--- src/rtl/compuerta_reduccion_serial.sv ---
// rtl/compuerta_reduccion_serial.sv - serial width-generic reduction gate (AND/OR/XOR/NAND/NOR/XNOR)
//
// Purpose:
//   Reduces an ANCHO-bit operand to a single bit, consuming BITS_POR_CICLO
//   bits per clock (LSB chunk first) under an Inicio/Listo handshake.
//   With TERMINACION_TEMPRANA=1, AND/NAND stop on the first chunk holding a 0
//   and OR/NOR stop on the first chunk holding a 1.
//
// Ports:
//   Reloj      in   clock, rising edge
//   Reset      in   synchronous, active-high reset
//   Inicio     in   start request, sampled only in REPOSO
//   Operacion  in   [2:0] 000 AND, 001 OR, 010 XOR, 011 NAND, 100 NOR, 101 XNOR, 11x invalid
//   Entrada    in   [ANCHO-1:0] operand, captured on the accepted start
//   Ocupado    out  high in OCUPADO and FIN
//   Listo      out  one-cycle pulse marking a fresh Salida/Error
//   Salida     out  result, held until the next Listo
//   Error      out  invalid-operation flag, held like Salida

module compuerta_reduccion_serial #(
    parameter int ANCHO                = 8,
    parameter int BITS_POR_CICLO       = 2,
    parameter bit TERMINACION_TEMPRANA = 1'b0
) (
    input  logic             Reloj,
    input  logic             Reset,
    input  logic             Inicio,
    input  logic [2:0]       Operacion,
    input  logic [ANCHO-1:0] Entrada,
    output logic             Ocupado,
    output logic             Listo,
    output logic             Salida,
    output logic             Error
);

    localparam int PASOS = ANCHO / BITS_POR_CICLO;
    // Counter keeps at least one bit so PASOS=1 still elaborates cleanly.
    localparam int CW    = (PASOS > 1) ? $clog2(PASOS) : 1;

    typedef enum logic [1:0] {
        REPOSO  = 2'd0,
        OCUPADO = 2'd1,
        FIN     = 2'd2
    } estado_t;

    typedef enum logic [1:0] {
        BASE_AND = 2'd0,
        BASE_OR  = 2'd1,
        BASE_XOR = 2'd2
    } base_t;

    estado_t                r_estado;
    estado_t                w_estado_sig;
    logic [ANCHO-1:0]       r_desp;
    logic [2:0]             r_op;
    logic                   r_acum;
    logic [CW-1:0]          r_cont;
    logic                   r_salida;
    logic                   r_error;

    logic [BITS_POR_CICLO-1:0] w_trozo;
    logic                   w_trozo_and;
    logic                   w_trozo_or;
    logic                   w_trozo_xor;
    logic                   w_op_valida;
    logic                   w_invertir;
    base_t                  w_base;
    logic                   w_acum_sig;
    logic                   w_ultimo;
    logic                   w_temprana;
    logic                   w_fin;
    logic                   w_identidad;

    // Chunk currently at the bottom of the shift register.
    assign w_trozo     = r_desp[BITS_POR_CICLO-1:0];
    assign w_trozo_and = &w_trozo;
    assign w_trozo_or  = |w_trozo;
    assign w_trozo_xor = ^w_trozo;

    assign w_op_valida = (r_op[2:1] != 2'b11);

    // NAND/NOR/XNOR share the datapath of AND/OR/XOR and invert at the end.
    always_comb begin
        w_base     = BASE_AND;
        w_invertir = 1'b0;
        case (r_op)
            3'b000:  begin w_base = BASE_AND; w_invertir = 1'b0; end
            3'b001:  begin w_base = BASE_OR;  w_invertir = 1'b0; end
            3'b010:  begin w_base = BASE_XOR; w_invertir = 1'b0; end
            3'b011:  begin w_base = BASE_AND; w_invertir = 1'b1; end
            3'b100:  begin w_base = BASE_OR;  w_invertir = 1'b1; end
            3'b101:  begin w_base = BASE_XOR; w_invertir = 1'b1; end
            default: begin w_base = BASE_AND; w_invertir = 1'b0; end
        endcase
    end

    always_comb begin
        w_acum_sig = r_acum;
        case (w_base)
            BASE_AND: w_acum_sig = r_acum & w_trozo_and;
            BASE_OR:  w_acum_sig = r_acum | w_trozo_or;
            BASE_XOR: w_acum_sig = r_acum ^ w_trozo_xor;
            default:  w_acum_sig = r_acum;
        endcase
    end

    // Identity of the incoming operation: 1 for AND/NAND, 0 otherwise.
    assign w_identidad = (Operacion == 3'b000) || (Operacion == 3'b011);

    assign w_ultimo = (r_cont == CW'(PASOS - 1));

    // Early stop fires once the accumulated value can no longer change.
    // Invalid ops never stop early so they always run the full PASOS cycles.
    assign w_temprana = TERMINACION_TEMPRANA && w_op_valida &&
                        (((w_base == BASE_AND) && !w_trozo_and) ||
                         ((w_base == BASE_OR)  &&  w_trozo_or));

    assign w_fin = w_ultimo || w_temprana;

    always_comb begin
        w_estado_sig = r_estado;
        case (r_estado)
            REPOSO:  if (Inicio) w_estado_sig = OCUPADO;
            OCUPADO: if (w_fin)  w_estado_sig = FIN;
            FIN:     w_estado_sig = REPOSO;
            default: w_estado_sig = REPOSO;
        endcase
    end

    always_comb begin
        Ocupado = 1'b0;
        Listo   = 1'b0;
        case (r_estado)
            OCUPADO: Ocupado = 1'b1;
            FIN:     begin Ocupado = 1'b1; Listo = 1'b1; end
            default: begin Ocupado = 1'b0; Listo = 1'b0; end
        endcase
    end

    assign Salida = r_salida;
    assign Error  = r_error;

    always_ff @(posedge Reloj) begin
        if (Reset) begin
            r_estado <= REPOSO;
            r_desp   <= '0;
            r_op     <= '0;
            r_acum   <= 1'b0;
            r_cont   <= '0;
            r_salida <= 1'b0;
            r_error  <= 1'b0;
        end else begin
            r_estado <= w_estado_sig;
            case (r_estado)
                REPOSO: begin
                    if (Inicio) begin
                        r_desp <= Entrada;
                        r_op   <= Operacion;
                        r_acum <= w_identidad;
                        r_cont <= '0;
                    end
                end
                OCUPADO: begin
                    r_acum <= w_acum_sig;
                    r_desp <= r_desp >> BITS_POR_CICLO;
                    r_cont <= r_cont + CW'(1);
                    if (w_fin) begin
                        r_salida <= w_op_valida ? (w_acum_sig ^ w_invertir) : 1'b0;
                        r_error  <= !w_op_valida;
                    end
                end
                default: begin
                end
            endcase
        end
    end

endmodule

--- config.mk ---
export PLATFORM = sky130hd
export DESIGN_NAME = compuerta_reduccion_serial
export DESIGN_NICKNAME = d
export VERILOG_FILES = /design/src/rtl/compuerta_reduccion_serial.sv
export SDC_FILE = /design/constraint.sdc
export NUM_CORES = 1
export LEC_CHECK = 0
export ABC_AREA = 1
export CAP_MARGIN = 10
export CORE_MARGIN = 4
export CORE_UTILIZATION = 45
export DETAILED_ROUTE_END_ITERATION = 10
export GPL_TIMING_DRIVEN = 1
export HOLD_SLACK_MARGIN = 0.12
export PLACE_DENSITY = 0.73
export SYNTH_ARGS = -nofsm -noshare
export SYNTH_HDL_FRONTEND = slang
export SYNTH_SLANG_ARGS = --single-unit
--- constraint.sdc ---
create_clock -name Reloj -period 1.2 [get_ports Reloj]
set_input_delay 0.18 -clock Reloj [delete_from_list [all_inputs] [get_ports Reloj]]
set_output_delay 0.18 -clock Reloj [all_outputs]
set_load 0.005 [all_outputs]
### Metal 2, run 1

Cells faint in the background.
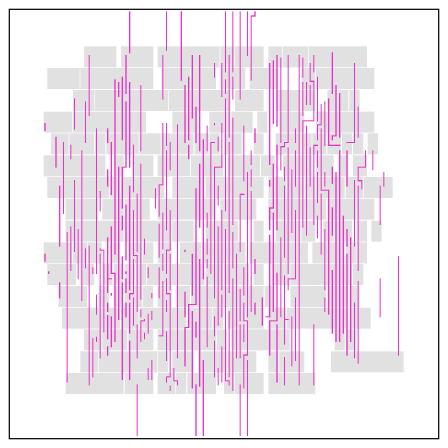
longest straight run = 41.1 um
main direction = vertical
met2 usage: 34.1%
via count: 1038
final WL: 2960 um

### Met3 routing, run 1

Scale bar: 20 um. Cells faint in the background.
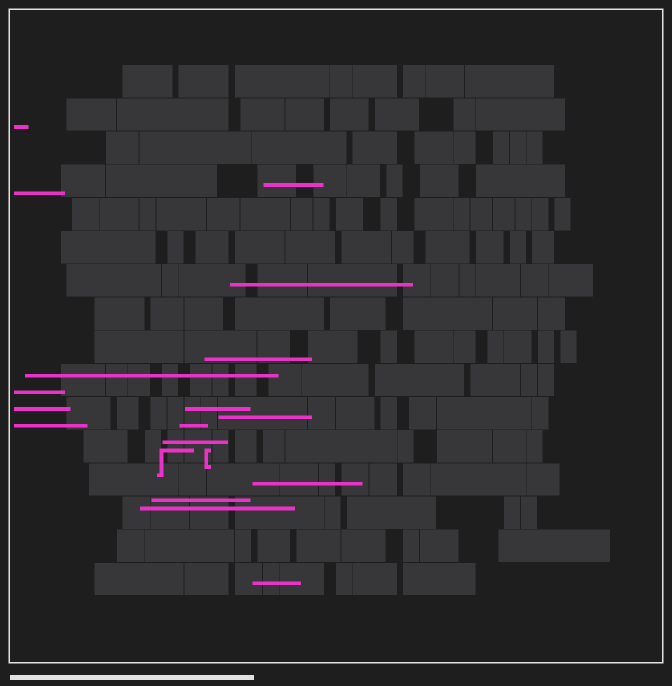
longest straight run = 20.5 um
share of all routed wire = 4.3%
grt met3 use: 2.82%

==> flow_summary_export.csv, run 1 <==
group,metric,value,unit
final_timing,hold_violations,0,
placed_design,placed_area,0.00118,sq mm
layout,final_area,0.00155,sq mm
worst_setup_path,crit_path_start_kind,"register",
yosys,synthCells,129,
worst_setup_path,r2r-start,"r_estado[0]",
final_timing,fin_crit,1.42,ns
final_timing,fmax,0.706,GHz
yosys,ys_cells,129,
die,die_y,53.5,um
die,fp_util,47.4,%
yosys,avgSynthCellArea,7.21,sq um
final_timing,min_period_over_period,118,%
yosys,top_cells_by_count,"35 x nand2_1, 18 x dfxtp_1, 15 x inv_1, 13 x o21ai_0, 10 x a21oi_1",
worst_setup_path,end_kind,"register",
clock_tree,h-tree-depth,1,
worst_setup_path,worstSetupPathType,"register to register",
clock_tree,ctsHoldBuffers,0,
clock_tree,cts_buffers,3,
worst_setup_path,crit_end,"r_desp[3]",
placed_design,hpwl,1470,um
layout,area_growth,66.2,%
yosys,async_flop_share,0,%
clock_tree,cts_tree,"done",
clock_tree,cts_buffer_depth,2,
final_timing,finalWorstSetupSlack,-0.216,ns
global_routing,grt_max_degree,12,
yosys,yosysMostFrequentCell,"nand2_1",
final_timing,max-slew-margin-rel,62.5,%
hold_path,hold_path_startpoint,"Entrada[1]",
pwr,power_density,997,mW/mm^2
layout,diodes,0,
worst_setup_path,worstPathBufferInverterCount,3,
worst_setup_path,path_cells,"buf_6 > ha_4 > inv_4 > o21ai_4 > buf_12 > o21ai_2 > a31oi_1",
clock_tree,clock-root-buffer,"clkbuf_4",
yosys,ys_seq_share,38.8,%
die,io_pins,18,
routing,drc_errors,0,
layout,finalNonFillerCells,191,
yosys,syn_area,930,sq um
layout,nNetsFinal,186,
yosys,synth_top_area_share,38.8,%
placed_design,gp_congestion,0.783,
global_routing,grt_pass1_vias,975,
global_routing,overflow,0,
yosys,yosysTopAreaCell,"dfxtp_1",
worst_setup_path,ff2ff_setup_slack,-0.22,ns
final_timing,hold_ws,0.458,ns
yosys,synthFlopType,"dfxtp_1",
die,die_w,53.5,um
run_status,violations,"setup timing",
yosys,synth-edff-count,0,
global_routing,grt_first_pass_wirelength,3930,um
layout,drive_above_1_share,44.5,%
final_timing,rsz0062_at_grt,"yes",
job,warning_count,32,
yosys,fp_nets,149,
yosys,topCellsByArea,"dfxtp_1 39%, nand2_1 14%, ha_1 8.1%, o21ai_0 7.0%, inv_1 6.1%",
worst_setup_path,arrival,1.63,ns
pwr,power,0.00154,W
worst_setup_path,crit_family,"AND-OR/OR-AND gates",
final_timing,worst_pin_slew,0.562,ns
worst_setup_path,crit_path_start,"r_estado[0]",
placed_design,dpl.cell_count,177,
worst_setup_path,worstPathMaxFanout,8,
worst_setup_path,ff2ff_path_depth,7,
worst_setup_path,worst_r2r_endpoint,"r_desp[3]",
hold_path,min_path_type,"input port to register",
die,rows,16,
yosys,yosys_warnings,0,
clock_tree,clkTransAtPathRegs,0.10,ns
pwr,ir_worst_vdd,0.835,mV
final_timing,tns,-1.97,ns
routing,drtIter0Drc,34,
routing,viasPerCell,5.43,
worst_setup_path,required,1.41,ns
worst_setup_path,slowest_delay,0.36,ns
job,cap_violations,0,
yosys,ys.flops,18,
worst_setup_path,path_depth,7,
worst_setup_path,slowest_stage,"dfxtp_2",
placed_design,port_buffers,17,
routing,drtPass1Iterations,4,
pwr,leakagePower,0.654,nW
yosys,synth_cell_type_count,20,
routing,detail-route-antenna-nets,0,
yosys,yosys_area,930,sq um
die,die_area,0.00286,sq mm
final_timing,setup_violations,20,
run_status,status,"complete, but fails checks",
global_routing,antenna_found_initial,0,
final_timing,drv_slew,0,
die,core,0.00196,sq mm
clock_tree,cts.sinks,18,
### Routed metal, one color a layer, run 1

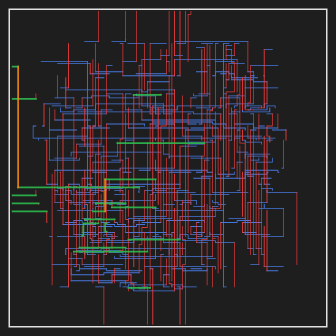
green -> M3  # wire length 126 um
red -> M2  # wire length 1660 um
blue -> M1  # wire length 1150 um
orange -> M4  # wire length 25.8 um
gr usage total: 19.0%
per-cell routed wire length: 15.5 um

### Clock wires, drivers and flops, run 1

Scale bar: 20 um.
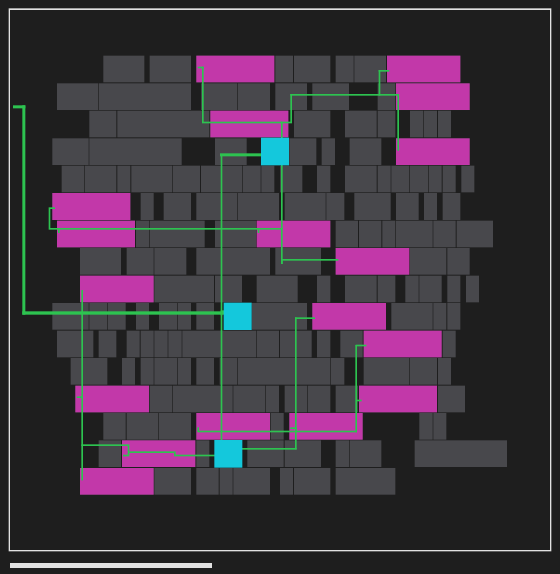
cyan -> clock-net drivers  # count 3
green -> clock wires  # length 245 um
magenta -> flip-flops  # count 18
routed clock nets = 4
power share of the clock group: 19.5%
clk ins delay skew pair: 0.29 ns
Clk. pwr: 0.000301 W
Worst Clk Skew: 0.000892 ns

==> run 1: through the flow <==
| stage | util [%] | setup slack [ns] |
|---|---|---|
| final | 78.8 | -0.216 |
| after global routing | 78.8 | -0.290 |
| after CTS | 71.5 | -0.0988 |
| after detailed placement | 60.1 | -0.299 |
| after global placement | 60.1 | -0.222 |
| after floorplan | - | -0.0176 |
==> run 1: logic make-up after synthesis <==
family	share of synthesized area [%]
buffers and inverters	9.82
adders and majority gates	8.08
and+or+nand+nor	21.9
AOI/OAI and AO/OA	21.4
DFF	38.8
==> run 1: final cells by class <==
| class | count | area [sq um] |
|---|---|---|
| fillers | 140 | 417 |
| clock buffers | 3 | 22.5 |
| inverters | 16 | 70.1 |
| flip-flops and latches | 18 | 368 |
| well taps | 27 | 33.8 |
| multi-input cells | 90 | 651 |
| repair buffers | 37 | 400 |
==> run 1: sequential cells by signal, indices dropped and copies added (netlist names) <==
signal    flops
r_estado      2
r_desp        8
r_op          3
Salida        1
r_cont        2
r_acum        1
Error         1
==> run 1: metal layers <==
layer / share of wire [%] / GRT usage, %
met1: 39 / 20.7
met2: 56 / 34.1
met3: 4.2 / 2.82
met4: 0.84 / 11.1
met5: 0 / 0
==> run 1: worst min path at each step <==
stage                      to  slack (ns)  depth (start not counted)
floorplan           r_desp[0]        0.33                          2
global placement    r_desp[6]        0.45                          2
detailed placement  r_desp[1]        0.46                          2
CTS                 r_desp[2]        0.45                          3
global route        r_desp[1]        0.46                          3
finish              r_desp[1]        0.46                          3
==> run 1: where the power goes <==
part / switching, W / internal [W]
logic: 0.000272 / 0.000286
clock network: 0.000184 / 0.000117
registers: 0.0000373 / 0.000645
==> run 1: cell usage in the layout (no fill, tap or decap), drive strengths merged <==
cell,netlist,final
a21oi,11,11
inv,16,16
nor2,1,1
nand3,8,8
buf,5,21
clkbuf,0,4
nand4,2,2
a211oi,1,1
nor3,1,1
clkdlybuf4s50,0,13
a31oi,7,7
dfxtp,18,18
ha,6,6
nand2,36,36
dlygate4sd2,0,2
o21ai,17,17
==> run 1: what timing repair did <==
action,CTS,global route
gates cloned,1,1
pin swaps,9,11
gates resized,57,28
setup buffers,4,6
setup endpoints to repair,22,20
==> run 1: tightest hold or removal path: stages <==
cell             delay, ns
clkdlybuf4s50_1       0.40
nand2_1               0.07
a31oi_1               0.07
==> inputs of run 2 (changes only) <==
--- a/config.mk
+++ b/config.mk
@@ -12,7 +12,7 @@
 export DETAILED_ROUTE_END_ITERATION = 10
 export GPL_TIMING_DRIVEN = 1
 export HOLD_SLACK_MARGIN = 0.12
-export PLACE_DENSITY = 0.73
+export PLACE_DENSITY = 0.74
 export SYNTH_ARGS = -nofsm -noshare
 export SYNTH_HDL_FRONTEND = slang
 export SYNTH_SLANG_ARGS = --single-unit
==> constraint.sdc (replaced) <==
create_clock -name Reloj -period 1.2 [get_ports Reloj]
set_input_delay 0.24 -clock Reloj [delete_from_list [all_inputs] [get_ports Reloj]]
set_output_delay 0.24 -clock Reloj [all_outputs]
set_load 0.005 [all_outputs]
### Met3 routing, run 2

Scale bar: 20 um. Cells faint in the background.
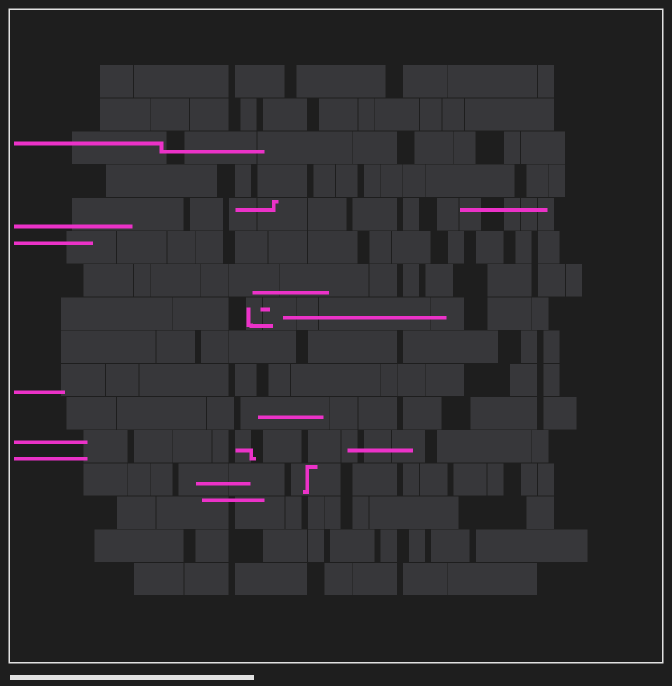
main direction = horizontal
longest straight run = 13.1 um
via count: 1005
final WL: 2730 um
grt met3 use: 3.66%

### Routed metal, one color a layer, run 2

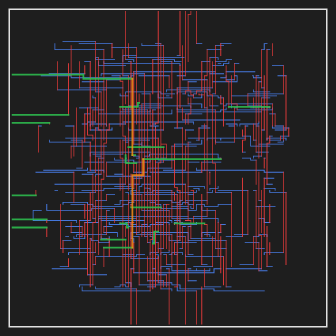
orange -> M4  # wire length 29.7 um
red -> M2  # wire length 1440 um
green -> M3  # wire length 109 um
blue -> M1  # wire length 1150 um
per-cell routed wire length: 14.5 um
gr usage total: 18.1%

==> run 2 against run 1 <==
Against the previous run: the flow still finishes with violations (setup timing); total power shrank 0.83%; first-iteration DRC count fell by 41%; synthesized cell count stayed put; clock power is 6% higher; hold slack better by 0.033 ns; wire length decreased by 7.9%; sequential power barely moved; non-clock buffer count down 3; critical endpoint is now r_desp[4]; largest cell class unchanged.
==> flow_summary_export.csv, run 2 <==
group,metric,value,unit
run_status,status,"complete, but fails checks",
run_status,violations,"setup timing",
layout,layout_top_cells,"25 x nand2_1, 13 x clkdlybuf4s50_1, 12 x dfxtp_1",
die,core,0.00196,sq mm
yosys,synth_cell_type_count,20,
yosys,topCellsByArea,"dfxtp_1 39%, nand2_1 14%, ha_1 8.1%, o21ai_0 7.0%, inv_1 6.1%",
worst_setup_path,end_kind,"register",
yosys,ys_top_logic_family,"simple AND/OR/NAND/NOR gates",
placed_design,port_buffers,17,
yosys,ys_sh_aoi,21.4,%
final_timing,finalWorstSetupSlack,-0.208,ns
yosys,synthFlopType,"dfxtp_1",
yosys,ys_seq_share,38.8,%
final_timing,max-slew-margin-rel,70.3,%
final_timing,hold_violations,0,
clock_tree,h-tree-depth,1,
layout,drive_above_1_share,47.8,%
die,die_y,53.5,um
worst_setup_path,worstPathBufferInverterCount,3,
worst_setup_path,slowest_delay,0.36,ns
die,fp_util,47.4,%
final_timing,fin_crit,1.41,ns
placed_design,pre_cts_ws,-0.269,ns
placed_design,gp_congestion,0.816,
yosys,synth_top_area_share,38.8,%
clock_tree,clock-root-buffer,"clkbuf_4",
global_routing,antenna_found_initial,0,
die,io_pins,18,
yosys,yosysMostFrequentCell,"nand2_1",
layout,area_growth,65.9,%
yosys,top_cells_by_count,"35 x nand2_1, 18 x dfxtp_1, 15 x inv_1, 13 x o21ai_0, 10 x a21oi_1",
worst_setup_path,ff2ff_setup_slack,-0.21,ns
hold_path,holdPathStages,2,
yosys,synthMuxAreaShare,0,%
global_routing,grt_pass1_vias,911,
layout,final_area,0.00154,sq mm
final_timing,fmax,0.710,GHz
pwr,seqPwrFrac,44.7,%
worst_setup_path,slowest_stage,"dfxtp_2",
final_timing,hold_ws,0.491,ns
routing,drtPass1Iterations,4,
final_timing,min_period_over_period,117,%
yosys,avgSynthCellArea,7.21,sq um
yosys,synth-edff-count,0,
yosys,ys_cells,129,
pwr,combPwrFrac,34.5,%
worst_setup_path,path_cells,"buf_6 > ha_4 > inv_4 > o21ai_4 > buf_12 > o21ai_1 > a31oi_1",
yosys,xor_share,0,%
layout,diodes,0,
worst_setup_path,crit_path_start_kind,"register",
job,warning_count,32,
yosys,synth-simple-area-share,21.9,%
clock_tree,cts.sinks,18,
layout,fin_util,78.6,%
hold_path,hold_path_startpoint,"r_desp[6]",
worst_setup_path,worstSetupPathType,"register to register",
pwr,internal_power,0.00102,W
hold_path,min_to,"r_desp[6]",
yosys,fp_nets,149,
routing,drtIter0Drc,20,
final_timing,setup_violations,16,
clock_tree,ctsHoldBuffers,0,
clock_tree,insertion_delay,0.31,ns
routing,viasPerCell,5.35,
yosys,yosys_area,930,sq um
yosys,synthCells,129,
yosys,fa_ha_area_share,8.08,%
die,die_area,0.00286,sq mm
hold_path,min_path_type,"register to register",
worst_setup_path,worst_r2r_endpoint,"r_desp[4]",
yosys,async_flop_share,0,%
clock_tree,cts_tree,"done",
job,cap_violations,0,
worst_setup_path,arrival,1.64,ns
pwr,ir_worst_vdd,0.808,mV
worst_setup_path,crit_family,"AND-OR/OR-AND gates",
### Metal 2, run 2

Cells faint in the background.
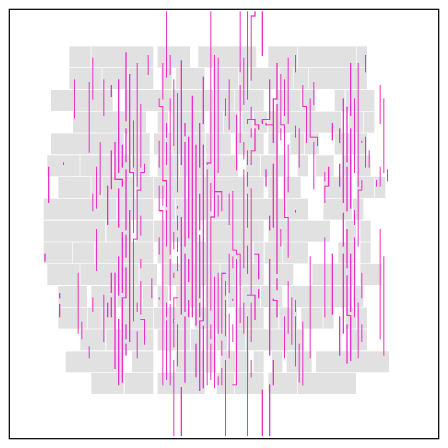
longest straight run = 27.5 um
main direction = vertical
nets with wire on the layer = 161
share of all routed wire = 53%
wire length on this layer = 1440 um
met2 usage: 32.4%

==> run 2: cell counts after synthesis <==
No cell type changed its count.
==> run 2: repair_timing <==
action / CTS / global route
setup endpoints to repair: 22 / 20
pin swaps: 11 / 13
gates cloned: 1 / 0
setup buffers: 2 / 5
gates resized: 59 / 40
==> run 2: per-stage QoR <==
stage / power [W] / TNS (ns) / std cells
6_report: 0.00153 / -1.85 / 188
5_1_grt: 0.00161 / -2.66 / 188
4_1_cts: 0.00143 / -0.936 / 184
3_5_place_dp: 0.00100 / -3.50 / 178
3_3_place_gp: 0.000988 / -3.06 / 178
2_1_floorplan: 0.000877 / -0.0176 / 129
==> run 2: final cells by class <==
cell class / instances / area, sq um / share of cell area (%)
well taps: 27 / 33.8 / 2.19
flip-flops and latches: 18 / 368 / 23.8
repair buffers: 34 / 354 / 23.0
clock buffers: 3 / 22.5 / 1.46
multi-input cells: 90 / 682 / 44.2
inverters: 16 / 82.6 / 5.35
==> run 2: worst max-delay path by stage <==
stage / slack [ns] / end / start / cells past startpoint
2_1_floorplan: -0.02 / Salida / r_desp[1] / 10
3_3_place_gp: -0.22 / Ocupado / r_estado[0] / 3
3_5_place_dp: -0.27 / r_desp[7] / r_estado[1] / 7
4_1_cts: -0.11 / Listo / r_estado[0] / 4
5_1_grt: -0.28 / r_desp[4] / r_estado[0] / 7
6_report: -0.21 / r_desp[4] / r_estado[0] / 7
==> run 2: logic make-up (layout without fill, tap and decap cells) <==
group	Yosys count	after routing
buf+inv	21	53
compound gates	36	36
simple gates	48	48
flops	18	18
fa+ha+maj	6	6
==> run 2: routing by layer <==
| layer | track usage (%) | up-vias | routed length (um) |
|---|---|---|---|
| met5 | 0 | - | 0 |
| met1 | 19.5 | 480 | 1150 |
| met2 | 32.4 | 26 | 1440 |
| met4 | 9.79 | 0 | 29 |
| met3 | 3.66 | 4 | 109 |
| li1 | - | 495 | - |
==> run 2: worst min-delay path, stage by stage, from the launching register on <==
cell and delay, ns:
dfxtp_1 0.35, nand2_4 0.07, a21oi_2 0.04
==> run 2: power by group through the flow <==
stage	clock network, W	registers, W	logic (W)
after floorplan	0	0.000680	0.000197
after global placement	0	0.000683	0.000304
after detailed placement	0	0.000685	0.000316
after CTS	0.000311	0.000676	0.000444
after global routing	0.000350	0.000688	0.000569
final	0.000318	0.000684	0.000527
Power figures rest on the tool's default switching activity, not on a simulated workload.
